--- src/rtl/frame_fifo_pkg.sv ---
// frame_fifo_pkg: shared definitions for the frame-aware FIFO.
//   - default parameter values for frame_fifo
//   - entry_t: one stored beat {last, data} at the default payload width
//   - ptr_diff: modular pointer difference, truncated by the caller to the
//     pointer width in use
package frame_fifo_pkg;

    localparam int FF_DATA_W    = 8;
    localparam int FF_DEPTH     = 64;
    localparam int FF_AF_THRESH = FF_DEPTH - 4;

    // Wide enough for any pointer this FIFO can be built with.
    localparam int PTR_MAX_W    = 16;

    typedef logic [PTR_MAX_W-1:0] ptr_wide_t;

    typedef struct packed {
        logic                 last;
        logic [FF_DATA_W-1:0] data;
    } entry_t;

    // Both pointers are zero-extended before the subtraction, so the low
    // ADDR_W+1 bits of the result are the difference modulo 2*DEPTH.
    function automatic ptr_wide_t ptr_diff(input ptr_wide_t a, input ptr_wide_t b);
        return a - b;
    endfunction

endpackage

--- src/rtl/fifo_ram.sv ---
// fifo_ram: simple dual-port DEPTH x WIDTH storage array.
// Synchronous write. The read port is either registered (SYNC_RD=1, updates
// on i_re and resets to 0) or asynchronous (SYNC_RD=0). o_peek always shows
// the asynchronous view of the read address.
// Ports:
//   i_clk, i_rst_n        clock, synchronous active-low reset (read register only)
//   i_we, i_waddr, i_wdata write port
//   i_re, i_raddr         read enable (registered mode) and read address
//   o_rdata               read data in the selected mode
//   o_peek                combinational mem[i_raddr]
module fifo_ram #(
    parameter int WIDTH   = 9,
    parameter int DEPTH   = 64,
    parameter int ADDR_W  = 6,
    parameter bit SYNC_RD = 1'b1
) (
    input  logic              i_clk,
    input  logic              i_rst_n,
    input  logic              i_we,
    input  logic [ADDR_W-1:0] i_waddr,
    input  logic [WIDTH-1:0]  i_wdata,
    input  logic              i_re,
    input  logic [ADDR_W-1:0] i_raddr,
    output logic [WIDTH-1:0]  o_rdata,
    output logic [WIDTH-1:0]  o_peek
);

    logic [WIDTH-1:0] r_mem [DEPTH];
    logic [WIDTH-1:0] r_q;
    logic [WIDTH-1:0] w_async;

    always_ff @(posedge i_clk) begin
        if (i_we) begin
            r_mem[i_waddr] <= i_wdata;
        end
    end

    assign w_async = r_mem[i_raddr];

    always_ff @(posedge i_clk) begin
        if (!i_rst_n) begin
            r_q <= '0;
        end else if (i_re) begin
            r_q <= w_async;
        end
    end

    assign o_rdata = SYNC_RD ? r_q : w_async;
    assign o_peek  = w_async;

endmodule

--- src/rtl/frame_fifo.sv ---
// frame_fifo: synchronous FIFO with Ethernet frame awareness.
// Beats are written speculatively (wr_ptr) and become visible to the reader
// only when the frame's last beat commits them (cm_ptr). A frame can be
// discarded with i_wr_drop; a frame that overflows is truncated and dropped
// automatically once its last beat arrives.
// Build option: define FRAME_FIFO_FWFT_EN for first-word-fall-through reads
// (o_data_out shows the head entry combinationally); otherwise reads have
// one cycle of latency and the output holds until the next accepted read.
// Ports:
//   i_clk, i_rst_n                 clock, synchronous active-low reset
//   i_write, i_data_in, i_wr_last  write beat and end-of-frame tag
//   i_wr_drop                      discard the uncommitted frame
//   i_read                         read request / pop
//   o_data_out, o_rd_last          read beat and its end-of-frame tag
//   o_full, o_almost_full          space flags (include uncommitted beats)
//   o_empty, o_level               committed beats available to the reader
//   o_frame_cnt                    complete frames stored
//   o_overflow, o_underflow        sticky error flags, cleared by i_err_clr
module frame_fifo
    import frame_fifo_pkg::*;
#(
    parameter int DATA_W    = FF_DATA_W,
    parameter int DEPTH     = FF_DEPTH,
    parameter int AF_THRESH = FF_AF_THRESH
) (
    input  logic                       i_clk,
    input  logic                       i_rst_n,
    input  logic                       i_write,
    input  logic [DATA_W-1:0]          i_data_in,
    input  logic                       i_wr_last,
    input  logic                       i_wr_drop,
    input  logic                       i_read,
    output logic [DATA_W-1:0]          o_data_out,
    output logic                       o_rd_last,
    output logic                       o_full,
    output logic                       o_almost_full,
    output logic                       o_empty,
    output logic [$clog2(DEPTH):0]     o_level,
    output logic [$clog2(DEPTH):0]     o_frame_cnt,
    output logic                       o_overflow,
    output logic                       o_underflow,
    input  logic                       i_err_clr
);

    localparam int ADDR_W = $clog2(DEPTH);

    typedef logic [ADDR_W:0] ptr_t;

    typedef struct packed {
        logic              last;
        logic [DATA_W-1:0] data;
    } entry_w_t;

    localparam ptr_t PTR_ONE = ptr_t'(1);

`ifdef FRAME_FIFO_FWFT_EN
    localparam bit SYNC_RD = 1'b0;
`else
    localparam bit SYNC_RD = 1'b1;
`endif

    ptr_t     r_wr_ptr;
    ptr_t     r_cm_ptr;
    ptr_t     r_rd_ptr;
    ptr_t     r_frame_cnt;
    logic     r_drop_pend;
    logic     r_overflow;
    logic     r_underflow;

    ptr_t     w_occupancy;
    ptr_t     w_level;
    logic     w_full;
    logic     w_empty;
    logic     w_wr_acc;
    logic     w_wr_ovf;
    logic     w_rd_acc;
    logic     w_rd_udf;
    logic     w_commit;
    logic     w_pop_last;
    entry_w_t w_wr_entry;
    entry_w_t w_rd_entry;
    entry_w_t w_peek;

    assign w_occupancy = ptr_t'(ptr_diff(ptr_wide_t'(r_wr_ptr), ptr_wide_t'(r_rd_ptr)));
    assign w_level     = ptr_t'(ptr_diff(ptr_wide_t'(r_cm_ptr), ptr_wide_t'(r_rd_ptr)));
    assign w_full      = (w_occupancy == ptr_t'(DEPTH));
    assign w_empty     = (w_level == '0);

    // A drop request or an in-progress truncated frame blocks every write.
    assign w_wr_acc   = i_write && !w_full && !r_drop_pend && !i_wr_drop;
    assign w_wr_ovf   = i_write &&  w_full && !r_drop_pend && !i_wr_drop;
    assign w_rd_acc   = i_read && !w_empty;
    assign w_rd_udf   = i_read &&  w_empty;
    assign w_commit   = w_wr_acc && i_wr_last;
    assign w_pop_last = w_rd_acc && w_peek.last;

    assign w_wr_entry.last = i_wr_last;
    assign w_wr_entry.data = i_data_in;

    fifo_ram #(
        .WIDTH   (DATA_W + 1),
        .DEPTH   (DEPTH),
        .ADDR_W  (ADDR_W),
        .SYNC_RD (SYNC_RD)
    ) u_ram (
        .i_clk   (i_clk),
        .i_rst_n (i_rst_n),
        .i_we    (w_wr_acc),
        .i_waddr (r_wr_ptr[ADDR_W-1:0]),
        .i_wdata (w_wr_entry),
        .i_re    (w_rd_acc),
        .i_raddr (r_rd_ptr[ADDR_W-1:0]),
        .o_rdata (w_rd_entry),
        .o_peek  (w_peek)
    );

    // Write side: speculative and committed pointers, truncation handling.
    always_ff @(posedge i_clk) begin
        if (!i_rst_n) begin
            r_wr_ptr    <= '0;
            r_cm_ptr    <= '0;
            r_drop_pend <= 1'b0;
        end else if (i_wr_drop) begin
            r_wr_ptr    <= r_cm_ptr;
            r_drop_pend <= 1'b0;
        end else if (r_drop_pend) begin
            // Swallow the rest of the truncated frame; its last beat rewinds.
            if (i_write && i_wr_last) begin
                r_wr_ptr    <= r_cm_ptr;
                r_drop_pend <= 1'b0;
            end
        end else if (w_wr_ovf) begin
            // A lost single-beat frame leaves nothing behind to discard.
            if ((r_wr_ptr != r_cm_ptr) || !i_wr_last) begin
                r_drop_pend <= 1'b1;
            end
        end else if (w_wr_acc) begin
            r_wr_ptr <= r_wr_ptr + PTR_ONE;
            if (i_wr_last) begin
                r_cm_ptr <= r_wr_ptr + PTR_ONE;
            end
        end
    end

    // Read side, frame counter and sticky errors.
    always_ff @(posedge i_clk) begin
        if (!i_rst_n) begin
            r_rd_ptr    <= '0;
            r_frame_cnt <= '0;
            r_overflow  <= 1'b0;
            r_underflow <= 1'b0;
        end else begin
            if (w_rd_acc) begin
                r_rd_ptr <= r_rd_ptr + PTR_ONE;
            end
            case ({w_commit, w_pop_last})
                2'b10:   r_frame_cnt <= r_frame_cnt + PTR_ONE;
                2'b01:   r_frame_cnt <= r_frame_cnt - PTR_ONE;
                default: r_frame_cnt <= r_frame_cnt;
            endcase
            // A new error event in the clearing cycle keeps the flag set.
            r_overflow  <= w_wr_ovf || (r_overflow  && !i_err_clr);
            r_underflow <= w_rd_udf || (r_underflow && !i_err_clr);
        end
    end

`ifdef FRAME_FIFO_FWFT_EN
    assign o_data_out = w_empty ? '0 : w_rd_entry.data;
    assign o_rd_last  = !w_empty && w_rd_entry.last;
`else
    assign o_data_out = w_rd_entry.data;
    assign o_rd_last  = w_rd_entry.last;
`endif

    assign o_full        = w_full;
    assign o_almost_full = (w_occupancy >= ptr_t'(AF_THRESH));
    assign o_empty       = w_empty;
    assign o_level       = w_level;
    assign o_frame_cnt   = r_frame_cnt;
    assign o_overflow    = r_overflow;
    assign o_underflow   = r_underflow;

endmodule

--- config.mk ---
export PLATFORM = sky130hd
export DESIGN_NAME = frame_fifo
export DESIGN_NICKNAME = d
export VERILOG_FILES = /design/src/rtl/frame_fifo_pkg.sv /design/src/rtl/fifo_ram.sv /design/src/rtl/frame_fifo.sv
export SDC_FILE = /design/constraint.sdc
export NUM_CORES = 1
export LEC_CHECK = 0
export CORE_MARGIN = 8
export CORE_UTILIZATION = 27
export DETAILED_ROUTE_END_ITERATION = 16
export PLACE_DENSITY_LB_ADDON = 0.3
export SETUP_SLACK_MARGIN = 0.5
export SLEW_MARGIN = 30
export SYNTH_ARGS = -nofsm -noshare
export SYNTH_HDL_FRONTEND = slang
export SYNTH_SLANG_ARGS = --single-unit
--- constraint.sdc ---
create_clock -name i_clk -period 5.6 [get_ports i_clk]
set_clock_uncertainty 0.05 [all_clocks]
set_input_delay 0.56 -clock i_clk [delete_from_list [all_inputs] [get_ports i_clk]]
set_output_delay 0.56 -clock i_clk [all_outputs]
set_load 0.01 [all_outputs]
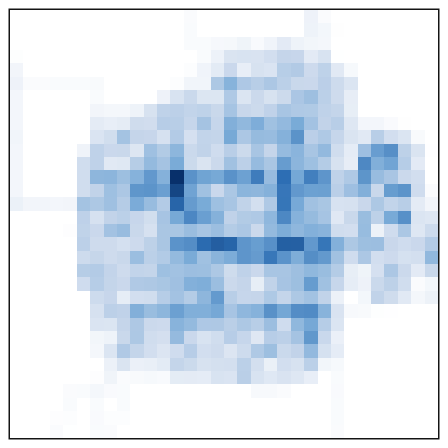
Figure 1: run 1, signal metal coverage by tile.
The die is cut into 32 by 32 equal tiles; white is low, dark blue is high, scaled to the fullest tile. Values are wire area over tile area, all layers added.
densest ninth of the die = center
mean over tiles = 0.094
nearly empty tiles = 41%
emptiest ninth of the die = north-west
fullest tile = 0.56
WL final: 60.4 mm
Total GRT Usage: 11.6%
vias post-DR: 12630

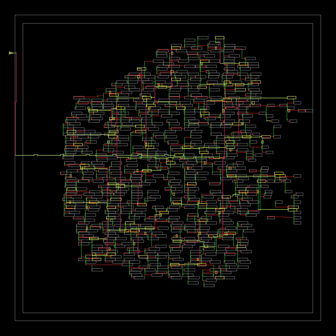
Figure 2: run 1, clock routing.
Clock Sink Count: 622
registers: 622
clock buffer count: 84
cts bufs inserted: 70

==> results.md, run 1 <==
| Quantity | Reported | Unit |
|---|---|---|
| Half-perimeter wire length of the detailed placement result | 37.1 | mm |
| Post CTS Setup Buffer Count | 0 | - |
| Outcome | finished clean | - |
| Path depth of the worst reg2reg path | 18 | - |
| Avg Cell Area, Syn | 18.9 | µm² |
| Type of the worst setup path | reg -> reg | - |
| Worst skew pair latency | 600 | ps |
| Pleak | 8.83 | nW |
| Worst hold path class | reg -> reg | - |
| Post-Place Cells | 2501 | - |
| Time the worst path needs with I/O delays and setup | 4740 | ps |
| Area overhead of the layout relative to synthesis | 16.6 | % |
| Biggest combinational cell group after synthesis | multiplexers | - |
| Clock Path Buffers | 3 | - |
| Total I/O pin count | 43 | - |
| Largest register FFs | 576 | - |
| Yosys warning tally | 0 | - |
| Req. time, crit path | 6080 | ps |
| Antenna cells | 0 | - |
| Portion of the clock cycle consumed by the worst path in the final layout | 84.6 | % |
| Top cell class by occupied area | flip-flops and latches | - |
| MUX area fraction | 13.5 | % |
| Fin util | 31.6 | % |
| Final number of hold-violating endpoints | 0 | - |
| Number of antenna violations at the first check in global routing | 0 | - |
| RePlAce Congestion | 0.835 | - |
| Clk Tree Root Cell | sky130_fd_sc_hd__clkbuf_16 | - |
| Maximum achievable frequency | 211 | MHz |
| Post-synth tally of flip-flops with integrated enable | 576 | - |
| Area fraction in full adders, half adders and majority gates | 1.17 | % |
| Sequential fraction of the synthesis area | 73.6 | % |
| Cell count listed in synth_stat.txt | 1313 | - |
| Clock slew at the register clock pins of the worst setup and hold paths | 60 | ps |
| Clock distribution area overhead in the final layout | 7.58 | % |
| Number of iterations in the first detailed-routing pass | 5 | - |
| Logic gate fraction of the total cell area | 21.6 | % |
| Floorplan Utilization | 27.1 | % |
| Register cell area after layout | 0.0182 | mm² |
| Critical Path Fanout Max | 16 | - |
| Chip Footprint | 0.102 | mm² |
| First-pass GRT wire length | 88.8 | mm |
| Wirelength per Cell | 23.0 | µm |
| Via count of the first global-routing pass | 12964 | - |
| AND/OR/NAND/NOR Cells, Area Fraction | 4.06 | % |
| Total congestion overflow | 0 | - |
| Unrepaired setup endpoints after global routing | no | - |
| Final routed DRC violation total | 0 | - |
| Count of buffers not belonging to the clock network in the layout | 75 | - |
| Parity-gate share of the synthesized area counting xor and xnor cells | 0.920 | % |
| # setup viols final | 0 | - |
| Multi-input gates | 594 | - |
| Cell area after technology mapping | 0.0248 | mm² |
| Post-Layout Cell Count | 2625 | - |
| Share of post-route cells with drive strength above 1 | 22.7 | % |
| Width of the die | 319 | µm |
| Comb gate area | 0.00623 | mm² |
| Min-Delay Path Depth | 2 | - |
| Flop and latch count out of synthesis | 622 | - |
| Number of vias per cell | 4.81 | - |
| Netlist cell types | 57 | - |
| Commonest register cell after synthesis | sky130_fd_sc_hd__edfxtp_1 | - |
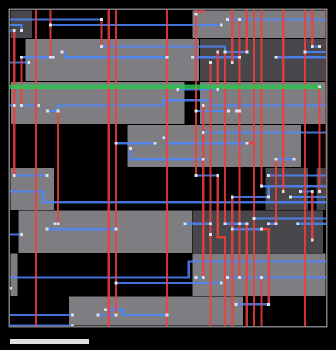
Figure 3: run 1, close-up of the layout.
Scale bar: 5 µm. Window x 149 to 169, y 213 to 233 µm. Cells in gray, sequential cells in the stronger gray; small squares are vias.
red -> M2
blue -> M1
green -> M3
cells with their middle in the window = 11
netlist names of flops here include = u_ram.r_mem (8)
most frequent = edfxtp_1 (8), mux4_2 (2), a22oi_1 (1)
sequential cells in the window = 8

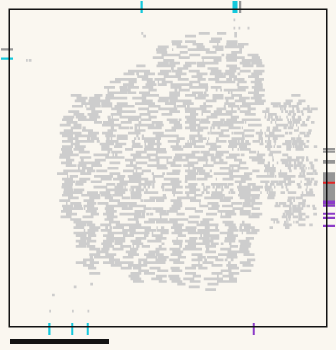
Figure 4: run 1, I/O pins on the die edge.
Scale bar: 100 µm. Pins as bars across the die edge, other pins in gray.
purple -> o_frame_cnt  # pins 7, direction output, edge 6 east, 1 south
red -> o_rd_last  # pins 1, direction output, edge east
cyan -> i_data_in  # pins 8, direction input, edge 4 north, 3 south, 1 west
all pins by edge = 32 east, 5 north, 4 south, 2 west
Die Ht: 319 µm
count of buffers inserted at the top-level ports: 42

[run 1: path summary, 6_finish.rpt]
check,startpoint,end,slack (ps)
setup / recovery,r_rd_ptr[0],o_frame_cnt[6],860
hold / removal,u_ram.o_rdata[6],u_ram.o_rdata[6],440
setup reg to reg,r_rd_ptr[0],o_frame_cnt[6],860
hold reg to reg,u_ram.o_rdata[6],u_ram.o_rdata[6],440
[run 1: cell usage after synthesis, drive strengths merged, types with 4 or more instances]
library cell,number,area (µm²)
a211oi,6,50.1
nor2,96,360
dfxtp,46,921
edfxtp,576,17300
a221oi,18,158
nand2b,7,43.8
nand4,6,50.0
mux2i,10,100
a22oi,36,270
or3,5,31.3
inv,24,90.1
a21oi,37,189
ha,20,250
mux4,144,3240
o21ai,12,60.1
nand3,20,105
o22ai,18,126
a22o,18,158
nor2b,11,68.8
xor2,10,87.6
nand2,40,150
buf,31,150
clkbuf,42,158
xnor2,16,140
a21o,4,30.0
nor3,14,70.1
o31ai,11,82.6
and2,4,25.0
[run 1: layout by cell type, fill, tap and decap left out, drive strengths merged, types with 10 or more instances in the layout]
master	count
ha	20
nand3	20
clkbuf	84
o22ai	18
mux2i	10
clkdlybuf4s50	33
a22oi	36
o21ai	12
xnor2	16
nor2	96
edfxtp	576
xor2	10
nor3	14
buf	42
clkinv	29
mux4	144
o31ai	11
a22o	18
a21oi	37
a221oi	18
nor2b	11
nand2	40
inv	27
dfxtp	46
[run 1: power breakdown]
group	leakage [nW]	total, mW	internal [mW]	switching (mW)
Combinational	2.21	1.76	0.810	0.955
Sequential	5.55	5.21	5.13	0.0823
Clock	1.07	4.39	2.58	1.81
Total	8.83	11.4	8.52	2.84
[run 1: worst max-delay path, cell delays in order (launching register included)]
cell	delay, ps
sky130_fd_sc_hd__dfxtp_1	440
sky130_fd_sc_hd__ha_1	200
sky130_fd_sc_hd__inv_1	50
sky130_fd_sc_hd__fa_1	400
sky130_fd_sc_hd__a211oi_1	430
sky130_fd_sc_hd__nor2_1	140
sky130_fd_sc_hd__a31o_2	270
sky130_fd_sc_hd__nor4_2	460
sky130_fd_sc_hd__a21oi_4	210
sky130_fd_sc_hd__and2_1	220
sky130_fd_sc_hd__ha_1	270
sky130_fd_sc_hd__ha_1	340
sky130_fd_sc_hd__nor2b_1	150
sky130_fd_sc_hd__o21ai_0	150
sky130_fd_sc_hd__nand2b_1	110
sky130_fd_sc_hd__a21o_1	180
sky130_fd_sc_hd__a21oi_1	160
sky130_fd_sc_hd__mux2i_1	230
sky130_fd_sc_hd__mux2i_1	190
[run 1: metrics by stage]
| step | area [µm²] | setup WS [ps] |
|---|---|---|
| after detailed placement | 26600 | 714 |
| after floorplan | 24800 | 1180 |
| after global routing | 28900 | 535 |
| after CTS | 28800 | 701 |
| after global placement | 26600 | 820 |
| final | 28900 | 861 |
[run 1: routing by layer]
metal	GRT usage (%)	routed length [µm]	up-vias
met5	0	0	-
met4	3.87	1520	0
met3	2.69	3580	84
met2	18.3	28600	365
met1	15.9	26700	6653
li1	-	-	5528
[run 1: repair_timing]
item	CTS	global route
gates resized	0	2
endpoints found under the setup margin	0	1
hold buffers	0	0
endpoints found under the hold margin	0	0
## Run 2: what changed since run 1
==> constraint.sdc (replaced) <==
create_clock -name i_clk -period 4.8 [get_ports i_clk]
set_clock_uncertainty 0.05 [all_clocks]
set_input_delay 0.48 -clock i_clk [delete_from_list [all_inputs] [get_ports i_clk]]
set_output_delay 0.48 -clock i_clk [all_outputs]
set_load 0.01 [all_outputs]
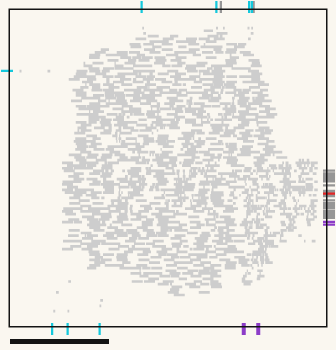
Figure 5: run 2, I/O pins on the die edge.
Scale bar: 100 µm. Pins as bars across the die edge, other pins in gray.
red -> o_rd_last  # pins 1, direction output, edge east
cyan -> i_data_in  # pins 8, direction input, edge 4 north, 3 south, 1 west
purple -> o_frame_cnt  # pins 7, direction output, edge 5 south, 2 east
width of the die: 319 µm

==> results.md, run 2 <==
| Quantity | Reported | Unit | Change |
|---|---|---|---|
| Tightest Pin Transition | 878 | ps |  |
| IR Drop Worst-Case VDD | 224 | µV |  |
| Comb gate area | 0.00624 | mm² | +0.20% |
| First DRT Iteration DRCs | 1235 | - |  |
| Share of post-route cells with drive strength above 1 | 25.7 | % | +3.1 points |
| Largest register by flop count | u_ram.r_mem | - |  |
| Headroom to the max-slew limit | 41.3 | % |  |
| Most common cell after layout, fill and taps aside | sky130_fd_sc_hd__edfxtp_1 | - |  |
| Biggest area cells | sky130_fd_sc_hd__edfxtp_1, sky130_fd_sc_hd__mux4_2, sky130_fd_sc_hd__dfxtp_1 | - |  |
| Total cell area at the placement stage | 0.0272 | mm² | +2.1% |
| Minimum setup slack in the final design | 655 | ps | -205 ps |
| Slew Limit Fails | 0 | - |  |
| Time the worst path needs with I/O delays and setup | 4140 | ps | -595 ps |
| Outcome | finished clean | - |  |
| Worst skew pair latency | 600 | ps | about the same |
| First-pass GRT wire length | 90.4 | mm | +1.8% |
| Clock network power share | 38.8 | % | +0.2 points |
| Clock Sink Count | 622 | - | unchanged |
| Slowest stage cell on the critical path | sky130_fd_sc_hd__or4_4 | - |  |
| Post-synth tally of flip-flops with integrated enable | 576 | - | unchanged |
| Setup tns final | 0 | ps |  |
| Clk Tree Root Cell | sky130_fd_sc_hd__clkbuf_16 | - |  |
| Number of vias per cell | 4.74 | - | -1.6% |
| Net total in the final layout | 1501 | - |  |
| Yosys warning tally | 0 | - | unchanged |
| Total I/O pin count | 43 | - | unchanged |
| Total congestion overflow | 0 | - | unchanged |
| Clock slew at the register clock pins of the worst setup and hold paths | 60 | ps | about the same |
| Net Sw Frac | 24.8 | % | -0.25 points |
| R2r startpoint | r_rd_ptr[2] | - |  |
| Post-route antenna net violation count | 0 | - |  |
| Total tool warning count | 26 | - |  |
| CTS tree | done | - |  |
| # setup viols final | 0 | - | unchanged |
| Power density over the cells | 456 | mW/mm² |  |
| RePlAce Congestion | 0.810 | - | -3.0% |
| Nature of the critical path startpoint | register | - |  |
| Register cell area after layout | 0.0182 | mm² | unchanged |
| Cts bufs inserted | 69 | - | -1.4% |
| Final routed DRC violation total | 0 | - | unchanged |
| Via count of the first global-routing pass | 13378 | - | +3.2% |
| Post-synthesis instance total | 1313 | - |  |
| Sequential fraction of the synthesis area | 73.6 | % | unchanged |
| Flop and latch count out of synthesis | 622 | - | unchanged |
| Netlist cell types | 57 | - | unchanged |
| Internal power | 10.1 | mW | +19% |
| Launch point of the worst hold path | u_ram.o_rdata[8] | - |  |
| Chip Footprint | 0.102 | mm² | unchanged |
| Type of destination of the critical path | register | - |  |
| Area overhead of the layout relative to synthesis | 19.2 | % |  |
| Clock Path Buffers | 3 | - | unchanged |
| Data arrival time of the critical path | 4620 | ps |  |
| Commonest register cell after synthesis | sky130_fd_sc_hd__edfxtp_1 | - |  |
| Most used cells in the layout excluding fill and tap cells | sky130_fd_sc_hd__edfxtp_1, sky130_fd_sc_hd__mux4_2, sky130_fd_sc_hd__buf_4, sky130_fd_sc_hd__nor2_1, sky130_fd_sc_hd__clkbuf_16 | - |  |
| Total of hold buffers inserted after clock tree synthesis | 0 | - | unchanged |
| Place WS | 244 | ps | -471 ps |
| Slowest cell delay on critical path | 540 | ps | +80 ps |
| Unrepaired setup endpoints after global routing | no | - |  |
| Area of the synthesized netlist per yosys stat | 0.0248 | mm² |  |
| Pin count of the biggest net entering global routing | 67 | - |  |
| Largest register FFs | 576 | - | unchanged |
| Cell count listed in synth_stat.txt | 1313 | - | unchanged |
| H-tree lvl count | 3 | - |  |
| Pleak | 9.29 | nW | +5.2% |
| Logic pwr share | 16.3 | % | +0.8 points |
| Half-perimeter wire length of the detailed placement result | 38.1 | mm | +2.6% |
| List of most frequent post-synthesis cells | sky130_fd_sc_hd__edfxtp_1, sky130_fd_sc_hd__mux4_2, sky130_fd_sc_hd__nor2_1, sky130_fd_sc_hd__dfxtp_1, sky130_fd_sc_hd__clkbuf_1 | - |  |
| Req. time, crit path | 5280 | ps | -800 ps |
| Number of maximum-capacitance violations | 0 | - |  |
| Number of antenna violations at the first check in global routing | 1 | - | +1 |
| Cell area after layout | 0.0295 | mm² | +2.2% |
| Cells along the critical path | inv_1, ha_1, and3b_1, o2111a_1, or4_4, nand4_4, nand4_2, ha_4, ha_1, nor2b_1, o21ai_1, nand2b_1, a21o_1, a21oi_1, mux2i_1, mux2i_1 | - |  |
| Final number of hold-violating endpoints | 0 | - | unchanged |
| Total core area | 0.0912 | mm² |  |
| Synth area leader | sky130_fd_sc_hd__edfxtp_1 | - |  |
| Antenna cells | 0 | - | unchanged |
| Net count after synthesis | 1350 | - |  |
| Sequential group share of total power | 44.9 | % | -1.0 points |
| Number of iterations in the first detailed-routing pass | 5 | - | unchanged |
| Maximum achievable frequency | 241 | MHz | +14% |
| Cell area after technology mapping | 0.0248 | mm² | unchanged |
| Critical Path Fanout Max | 7 | - | -9 |
| Filler cell count in the final layout | 8672 | - |  |
| Type of the worst setup path | reg -> reg | - |  |
| Placement row count | 111 | - |  |
| Portion of the clock cycle consumed by the worst path in the final layout | 86.3 | % | +1.7 points |
| Count of buffers inserted at the top-level ports | 42 | - | unchanged |
| Avg Cell Area, Syn | 18.9 | µm² | unchanged |
| Worst hold path class | reg -> reg | - |  |
| Floorplan Utilization | 27.1 | % | unchanged |
| Area share of the leading cell type in the synthesized netlist | 69.9 | % | unchanged |
| Worst setup path startpoint | r_rd_ptr[2] | - |  |
| Most common cell in the netlist | sky130_fd_sc_hd__edfxtp_1 | - |  |
| Psw | 3.34 | mW | +17% |
| Post-synthesis async set-or-reset flop share | 0 | % |  |
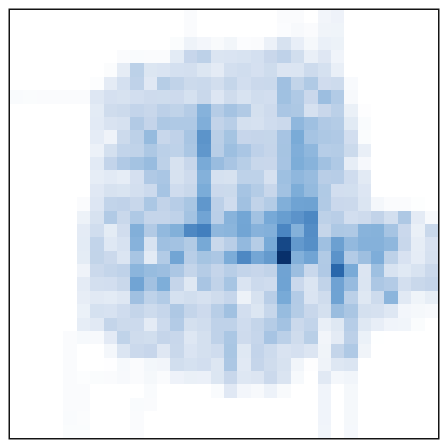
Figure 6: run 2, signal metal coverage by tile.
The die is cut into 32 by 32 equal tiles; white is low, dark blue is high, scaled to the fullest tile. Values are wire area over tile area, all layers added.
densest ninth of the die = center
emptiest ninth of the die = south-west
mean over tiles = 0.093
fullest tile = 0.63
nearly empty tiles = 39%
tiles over half the peak = 3.4%
vias post-DR: 12790
WL final: 60.6 mm
Wirelength per Cell: 22.4 µm
Total GRT Usage: 11.7%

-- run 2: cell counts after synthesis --
No cell type changed its count.
-- run 2: cells by family (layout without fill, tap and decap cells) --
| kind of cell | Yosys count | count (layout) | synth area share [%] |
|---|---|---|---|
| flops | 622 | 622 | 73.6 |
| simple gates | 216 | 216 | 4.06 |
| compound gates | 176 | 176 | 5.13 |
| mux | 154 | 154 | 13.5 |
| buf+inv | 97 | 299 | 1.61 |
| xor+xnor | 26 | 26 | 0.920 |
| fa+ha+maj | 22 | 22 | 1.17 |
-- run 2: area by class of cell --
type                            count  area share, %
Multi-Input combinational cell    594           21.2
Timing Repair Buffer              153           4.22
Clock buffer                       86           6.14
Tap cell                         1186           5.03
Sequential cell                   622           61.8
Clock inverter                     36           1.35
Inverter                           24          0.305
-- run 2: critical path, delay by kind of cell (launching register included) --
kind	cells	cell delay, ps
AOI/OAI and AO/OA	4	760
adders and majority gates	3	930
buffers and inverters	1	100
DFF	1	380
muxes	2	440
and+or+nand+nor	6	1400
-- run 2: worst paths after layout --
path | slack (ps) | endpoint | cells past startpoint
max | 660 | o_frame_cnt[6] | 16
min | 420 | u_ram.o_rdata[8] | 2
max reg2reg | 660 | o_frame_cnt[6] | 16
min reg2reg | 420 | u_ram.o_rdata[8] | 2
-- run 2: routing by layer --
metal  part of all wire (%)  wire length (µm)  GRT usage, %  vias up
li1                       -                 -             -     5677
met1                     45             27100          15.7     6673
met2                     48             29000          19.1      331
met3                    4.3              2600          1.73      109
met4                    3.0              1830          4.47        0
met5                      0                 0             0        -
-- run 2: power groups by stage --
stage / Clock, mW / Combinational, mW / Sequential (mW)
floorplan: 0 / 1.34 / 6.15
global placement: 0 / 2.11 / 6.17
detailed placement: 0 / 2.13 / 6.17
CTS: 5.35 / 2.20 / 6.04
global route: 5.55 / 2.37 / 6.05
finish: 5.23 / 2.20 / 6.04
-- run 2: per-stage QoR --
step                hold slack [ps]  cells  total power [mW]  utilization (%)
global placement                397   2573              8.28             29.8
detailed placement              410   2573              8.30             29.8
finish                          418   2701              13.5             32.3
CTS                             422   2700              13.6             32.3
global route                    441   2701              14.0             32.3
floorplan                       404   1313              7.49                -
-- run 2: what timing repair did --
| action | 4_1_cts | 5_1_grt |
|---|---|---|
| buffers inserted | 5 | 1 |
| gates resized | 5 | 8 |
| endpoints found under the setup margin | 1 | 4 |
| pin swaps | 0 | 4 |
Power and IR drop assume default switching activity.
